[config.mk]
export PLATFORM = sky130hd
export DESIGN_NAME = mul_arbiter
export DESIGN_NICKNAME = d
export VERILOG_FILES = /design/src/rtl/mul_arbiter.sv
export SDC_FILE = /design/constraint.sdc
export NUM_CORES = 1
export LEC_CHECK = 0
export ABC_AREA = 1
export CORE_UTILIZATION = 50
export DETAILED_ROUTE_END_ITERATION = 7
export PLACE_DENSITY = 0.74
export SYNTH_ARGS = -nofsm -noshare
export SYNTH_HDL_FRONTEND = slang
export SYNTH_SLANG_ARGS = --single-unit
[constraint.sdc]
create_clock -name clk -period 7.8 [get_ports clk]
set_input_delay 2.34 -clock clk [delete_from_list [all_inputs] [get_ports clk]]
set_output_delay 2.34 -clock clk [all_outputs]
set_load 0.01 [all_outputs]
[src/rtl/mul_arbiter.sv]
// Two-requester arbiter in front of one shared 8x8 multiplier with a MUL_STAGES-cycle stage counter.
// Define MUL_ARB_RR_EN for round-robin tie-breaking; the default build gives requester 0 fixed priority.
module mul_arbiter #(
  parameter int unsigned MUL_STAGES = 2
) (
  input  logic       clk,
  input  logic       rst,
  input  logic       req0,
  input  logic [7:0] op1_0,
  input  logic [7:0] op2_0,
  input  logic       req1,
  input  logic [7:0] op1_1,
  input  logic [7:0] op2_1,
  output logic       ack0,
  output logic       ack1,
  output logic       done0,
  output logic       done1,
  output logic [7:0] result,
  output logic [3:0] status,
  output logic       busy,
  output logic       owner
);

  localparam int unsigned CNT_W = 3;
  localparam logic [CNT_W-1:0] CNT_LOAD = CNT_W'(MUL_STAGES - 1);

  typedef enum logic [1:0] {ST_IDLE, ST_BUSY, ST_DONE} state_t;

  state_t           state, state_next;
  logic [CNT_W-1:0] cnt, cnt_next;
  logic [7:0]       opa, opb, opa_next, opb_next;
  logic [7:0]       result_next;
  logic [3:0]       status_next;
  logic             ack0_next, ack1_next, done0_next, done1_next;
  logic             busy_next, owner_next;
  logic             req_any, winner, grant;
  logic [15:0]      product;

  assign req_any = req0 | req1;
  assign product = 16'(opa) * 16'(opb);

`ifdef MUL_ARB_RR_EN
  // rr_ptr holds the last served requester; a tie goes to the other one
  logic rr_ptr;

  assign winner = (req0 & req1) ? ~rr_ptr : req1;

  always_ff @(posedge clk or posedge rst) begin
    if (rst)
      rr_ptr <= 1'b1;
    else if (grant)
      rr_ptr <= winner;
  end
`else
  assign winner = ~req0 & req1;
`endif

  // State register
  always_ff @(posedge clk or posedge rst) begin
    if (rst)
      state <= ST_IDLE;
    else
      state <= state_next;
  end

  // Next-state: arbitration happens in IDLE and DONE only
  always_comb begin
    state_next = state;
    grant      = 1'b0;
    case (state)
      ST_IDLE: begin
        if (req_any) begin
          grant      = 1'b1;
          state_next = ST_BUSY;
        end
      end
      ST_BUSY: begin
        if (cnt == '0)
          state_next = ST_DONE;
      end
      ST_DONE: begin
        if (req_any) begin
          grant      = 1'b1;
          state_next = ST_BUSY;
        end else begin
          state_next = ST_IDLE;
        end
      end
      default: state_next = ST_IDLE;
    endcase
  end

  // Output / datapath next values
  always_comb begin
    ack0_next   = 1'b0;
    ack1_next   = 1'b0;
    done0_next  = 1'b0;
    done1_next  = 1'b0;
    cnt_next    = cnt;
    opa_next    = opa;
    opb_next    = opb;
    owner_next  = owner;
    result_next = result;
    status_next = status;
    busy_next   = (state_next != ST_IDLE);
    if (grant) begin
      opa_next   = winner ? op1_1 : op1_0;
      opb_next   = winner ? op2_1 : op2_0;
      owner_next = winner;
      cnt_next   = CNT_LOAD;
      ack0_next  = ~winner;
      ack1_next  = winner;
    end else if (state == ST_BUSY) begin
      if (cnt != '0) begin
        cnt_next = cnt - CNT_W'(1);
      end else begin
        result_next = product[7:0];
        status_next = {|product[15:8], ~|product[7:0], 2'b00};
        done0_next  = ~owner;
        done1_next  = owner;
      end
    end
  end

  // Registered outputs and operand/counter state
  always_ff @(posedge clk or posedge rst) begin
    if (rst) begin
      ack0   <= 1'b0;
      ack1   <= 1'b0;
      done0  <= 1'b0;
      done1  <= 1'b0;
      result <= '0;
      status <= '0;
      busy   <= 1'b0;
      owner  <= 1'b0;
      cnt    <= '0;
      opa    <= '0;
      opb    <= '0;
    end else begin
      ack0   <= ack0_next;
      ack1   <= ack1_next;
      done0  <= done0_next;
      done1  <= done1_next;
      result <= result_next;
      status <= status_next;
      busy   <= busy_next;
      owner  <= owner_next;
      cnt    <= cnt_next;
      opa    <= opa_next;
      opb    <= opb_next;
    end
  end

endmodule

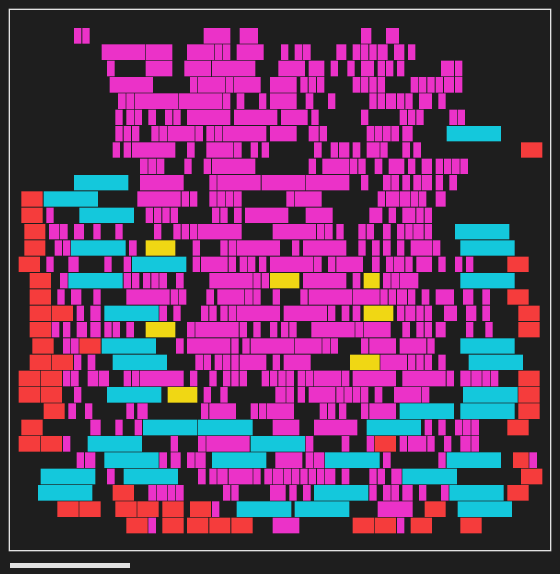
class_map.png
Bar = 20 µm.
- registers: cyan (cells 37; share of their area 21%)
- remaining buffers and delay cells: red (cells 52; share of their area 12%)
- remaining logic cells: magenta (cells 478; share of their area 65%)
- clock drivers and dummy loads: yellow (cells 7; share of their area 2.1%)

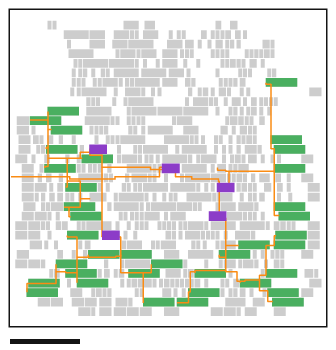
clock_wires.png
Bar = 20 µm.
- flip-flops: green (count 37)
- clock-net drivers: purple (count 5)
- clock wires: orange (length 432 µm)
- routed clock nets: 6

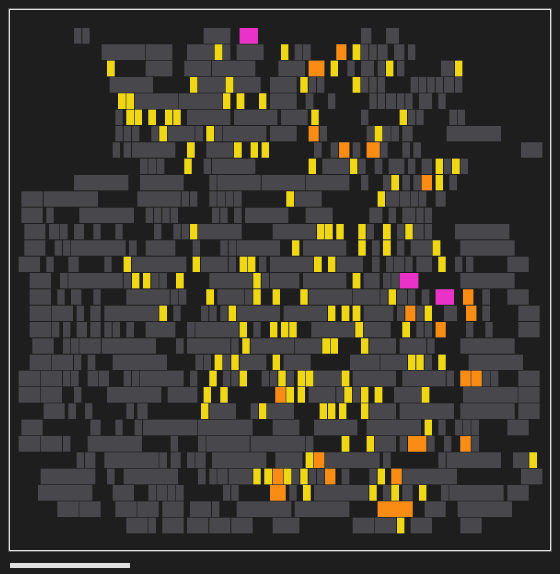
gates.png
Bar = 20 µm.
- xor and xnor cells: magenta (cells 3)
- inv cells: yellow (cells 124)
- aoi and oai cells: orange (cells 21)

==> CHANGELOG.md <==
### Implementation results

- Outcome: complete, no violations
- Tally of unique sky130hd cells used after synthesis: 29
- Fmax: 238.7 MHz
- Number of filler instances in the final layout: 679
- Max stage delay cell, worst path: sky130_fd_sc_hd__dfrtp_1
- Summed standard-cell area reported by yosys: 0.003870 mm²
- Die X-Extent: 89.98 µm
- Clock tree root driver cell: sky130_fd_sc_hd__clkbuf_8
- Fraction of synthesized cell area in xor and xnor cells: 0.6790%
- Sum of routed wire segments on met1: 3557 µm
- Top cells by count, synth: 188 x sky130_fd_sc_hd__nand2_1, 122 x sky130_fd_sc_hd__inv_1, 38 x sky130_fd_sc_hd__ha_1, 37 x sky130_fd_sc_hd__dfrtp_1, 36 x sky130_fd_sc_hd__fa_1
- Worst Setup SP: opa[0]
- Kind of critical path: reg -> reg
- Startpoint type of the worst setup path: register
- First-pass GRT wire length: 14420 µm
- Met3 routing resource usage after global routing: 3.130%
- All-layer global routing usage: 21.67%
- Top cells by area: sky130_fd_sc_hd__dfrtp_1 24%, sky130_fd_sc_hd__fa_1 19%, sky130_fd_sc_hd__nand2_1 18%
- Capture point of the critical path: status[3]
- # hold bufs at CTS: 0
- Slew of the pin with the lowest slew margin: 594.5 ps
- Met2 wirelength from detailed routing: 3922 µm
- Via count of the first global-routing pass: 3373
- Buffers inserted during post-CTS setup optimization: 0
- Final count of hold timing violations: 0
- Total setup violations reported at the end of the flow: 0
- Share of post-route cells with drive strength above 1: 2.439%
- Peak fanout along the critical path: 10
- Type of the most critical hold path: reg -> reg
- Reg2reg end: status[3]
- Slew headroom: 59.34%
- Via count: 3279
- Req. time, crit path: 7980 ps
- Chip footprint: 0.008096 mm²
- Router iterations before antenna repair: 4
- Congestion Overflow GR: 0
- Number of remaining DRC errors: 0
- Tool Warnings: 27
- Total Wirelength: 7920 µm
- Portion of synthesized cell area occupied by the leading cell type: 23.92%
- Highest Signal Layer: met4
- Average cell area after synthesis: 7.220 µm²
- Total core area: 0.007370 mm²
- Iter 0 DRT Violations: 145
- Number of enable flip-flop cells: 0
- Final setup slack of the worst path: 3610 ps
- Starting Density: 52.51%
- Most crowded layer after global routing: met2
- Crit-path most repeated cell: sky130_fd_sc_hd__nand2_1
- Multiplexer fraction of the synthesized cell area: 0%
- Count of pins over their slew limit: 0
- Complex-gate fraction of the synthesized area: 3.265%
- Placed Area: 0.004420 mm²
- Io pins: 54
- Pre-CTS setup slack: 3602 ps
- Final-layout worst hold slack: 463.7 ps
- TNS Setup: 0 ps
- Clock Sink Count: 37
- Final routed wire length divided by cell count: 11.77 µm
- TritonCTS clock tree: built
- H-Tree Level Count: 2
- Critical Path AT: 4370 ps
- Number of warning messages in the yosys log: 0
- # Cells Yosys: 536
- And+or+nand+nor area frac: 26.64%
- R2R setup slack: 3610 ps
- Main kind of combinational logic by area: adder cells
- Worst Setup End Kind: register
- Worst skew pair latency: 290 ps
- CTS-repair resized insts: 0
- Count of cells along the worst hold path: 1
- Most numerous cell in the Yosys netlist: sky130_fd_sc_hd__nand2_1
- Number of register bits inferred by synthesis: 37
- Largest net degree at the start of global routing: 38
- Adder-cell area share of the yosys netlist: 30.91%
- ANT nets after route: 0
- Count of mapped cells out of synthesis: 536
- Max Clock Skew: 4.632 ps
- Maximum clock path buffer count: 2
- Chip Height: 89.98 µm
- Signed area change from the synthesized netlist to the final layout: 16.55%
- Number of antenna violations at the first check in global routing: 0
- Vias per Instance: 4.872
- Reg-to-reg startpoint: opa[0]
- Library cell occupying the most area in the post-synthesis netlist: sky130_fd_sc_hd__dfrtp_1
- Max incr delay on CP: 560 ps
- Inserted Diodes: 0
- Met2 global-route usage: 39.55%
- Hpwl dp: 6532 µm
- Sequence of cells on the critical path: nand2_1 > fa_1 > fa_1 > fa_1 > fa_1 > inv_1 > ha_1 > nand2_1 > nand2_1 > a21oi_1 > nand3b_1 > nand2_1 > nand3_1 > nor2_1 > nand2_1 > nor2_1 > nor2_1
- Post-layout minimum cycle time: 4190 ps
- Worst-path clk slew: 70 ps
- Design area: 0.004511 mm²
- Combined area of all synthesized cells: 0.003870 mm²
- Share of synthesized area occupied by flip-flops and latches: 23.92%
- Number of cells on the worst reg-to-reg path: 17
- Total met3 wirelength after detailed routing: 372 µm
- Number of max-cap violations: 0
- CTS Buf Count: 5
- Most common reg cell: sky130_fd_sc_hd__dfrtp_1
- Placement Rows: 31
- Number of buffers added on ports: 51
- RSZ-0062 raised after global routing: false
- Async S/R FF share, synth: 100.0%
- Final net count: 684
- Post-route clock period utilization: 53.72%
- Met1 usage in global routing: 27.46%
- Gp weighted congestion: 0.8946
through the flow:
step | util (%) | std cells
after floorplan | - | 537
after global placement | 59.98 | 666
after detailed placement | 59.98 | 666
after CTS | 61.21 | 673
after global routing | 61.21 | 673
final | 61.21 | 673
how the worst min path moves through the flow:
stage	startpoint	end	slack (ps)
after detailed placement	owner	done0	460
final	owner	done0	460
after floorplan	cnt[2]	cnt[2]	430
after global placement	owner	done0	440
after global routing	owner	done0	490
after CTS	owner	done0	470
state kept, by name (all words and copies together) (netlist names), 2 cells and up:
name / flops
opa: 8
state: 2
opb: 8
status: 2
cnt: 3
result: 8
layout by cell type, fill, tap and decap left out, drive strengths merged:
master / n
a2111oi: 1
a21oi: 9
a31oi: 1
buf: 1
clkbuf: 6
clkdlybuf4s50: 51
clkinv: 1
clkinvlp: 1
conb: 2
dfrtp: 37
fa: 36
ha: 38
inv: 123
nand2: 189
nand3: 29
nand3b: 2
nand4: 6
nor2: 27
nor3: 1
o21ai: 8
o21bai: 1
o31ai: 1
xnor2: 2
xor2: 1
cell type report:
cell class | instances | area, µm² | share of cell area, %
multi-input cells | 354 | 2387 | 52.93
repair buffers | 52 | 518.0 | 11.48
flip-flops and latches | 37 | 925.9 | 20.53
well taps | 99 | 123.9 | 2.746
clock inverters | 1 | 7.507 | 0.1664
inverters | 124 | 465.4 | 10.32
clock buffers | 6 | 82.58 | 1.831
worst max-delay path: cells and delay by family, from the launching register on:
family | cells | cell delay, ps
flip-flops | 1 | 560
AND/OR/NAND/NOR | 10 | 830
adder cells (fa/ha/maj) | 5 | 2450
buffers and inverters | 1 | 40
AND-OR/OR-AND | 1 | 190
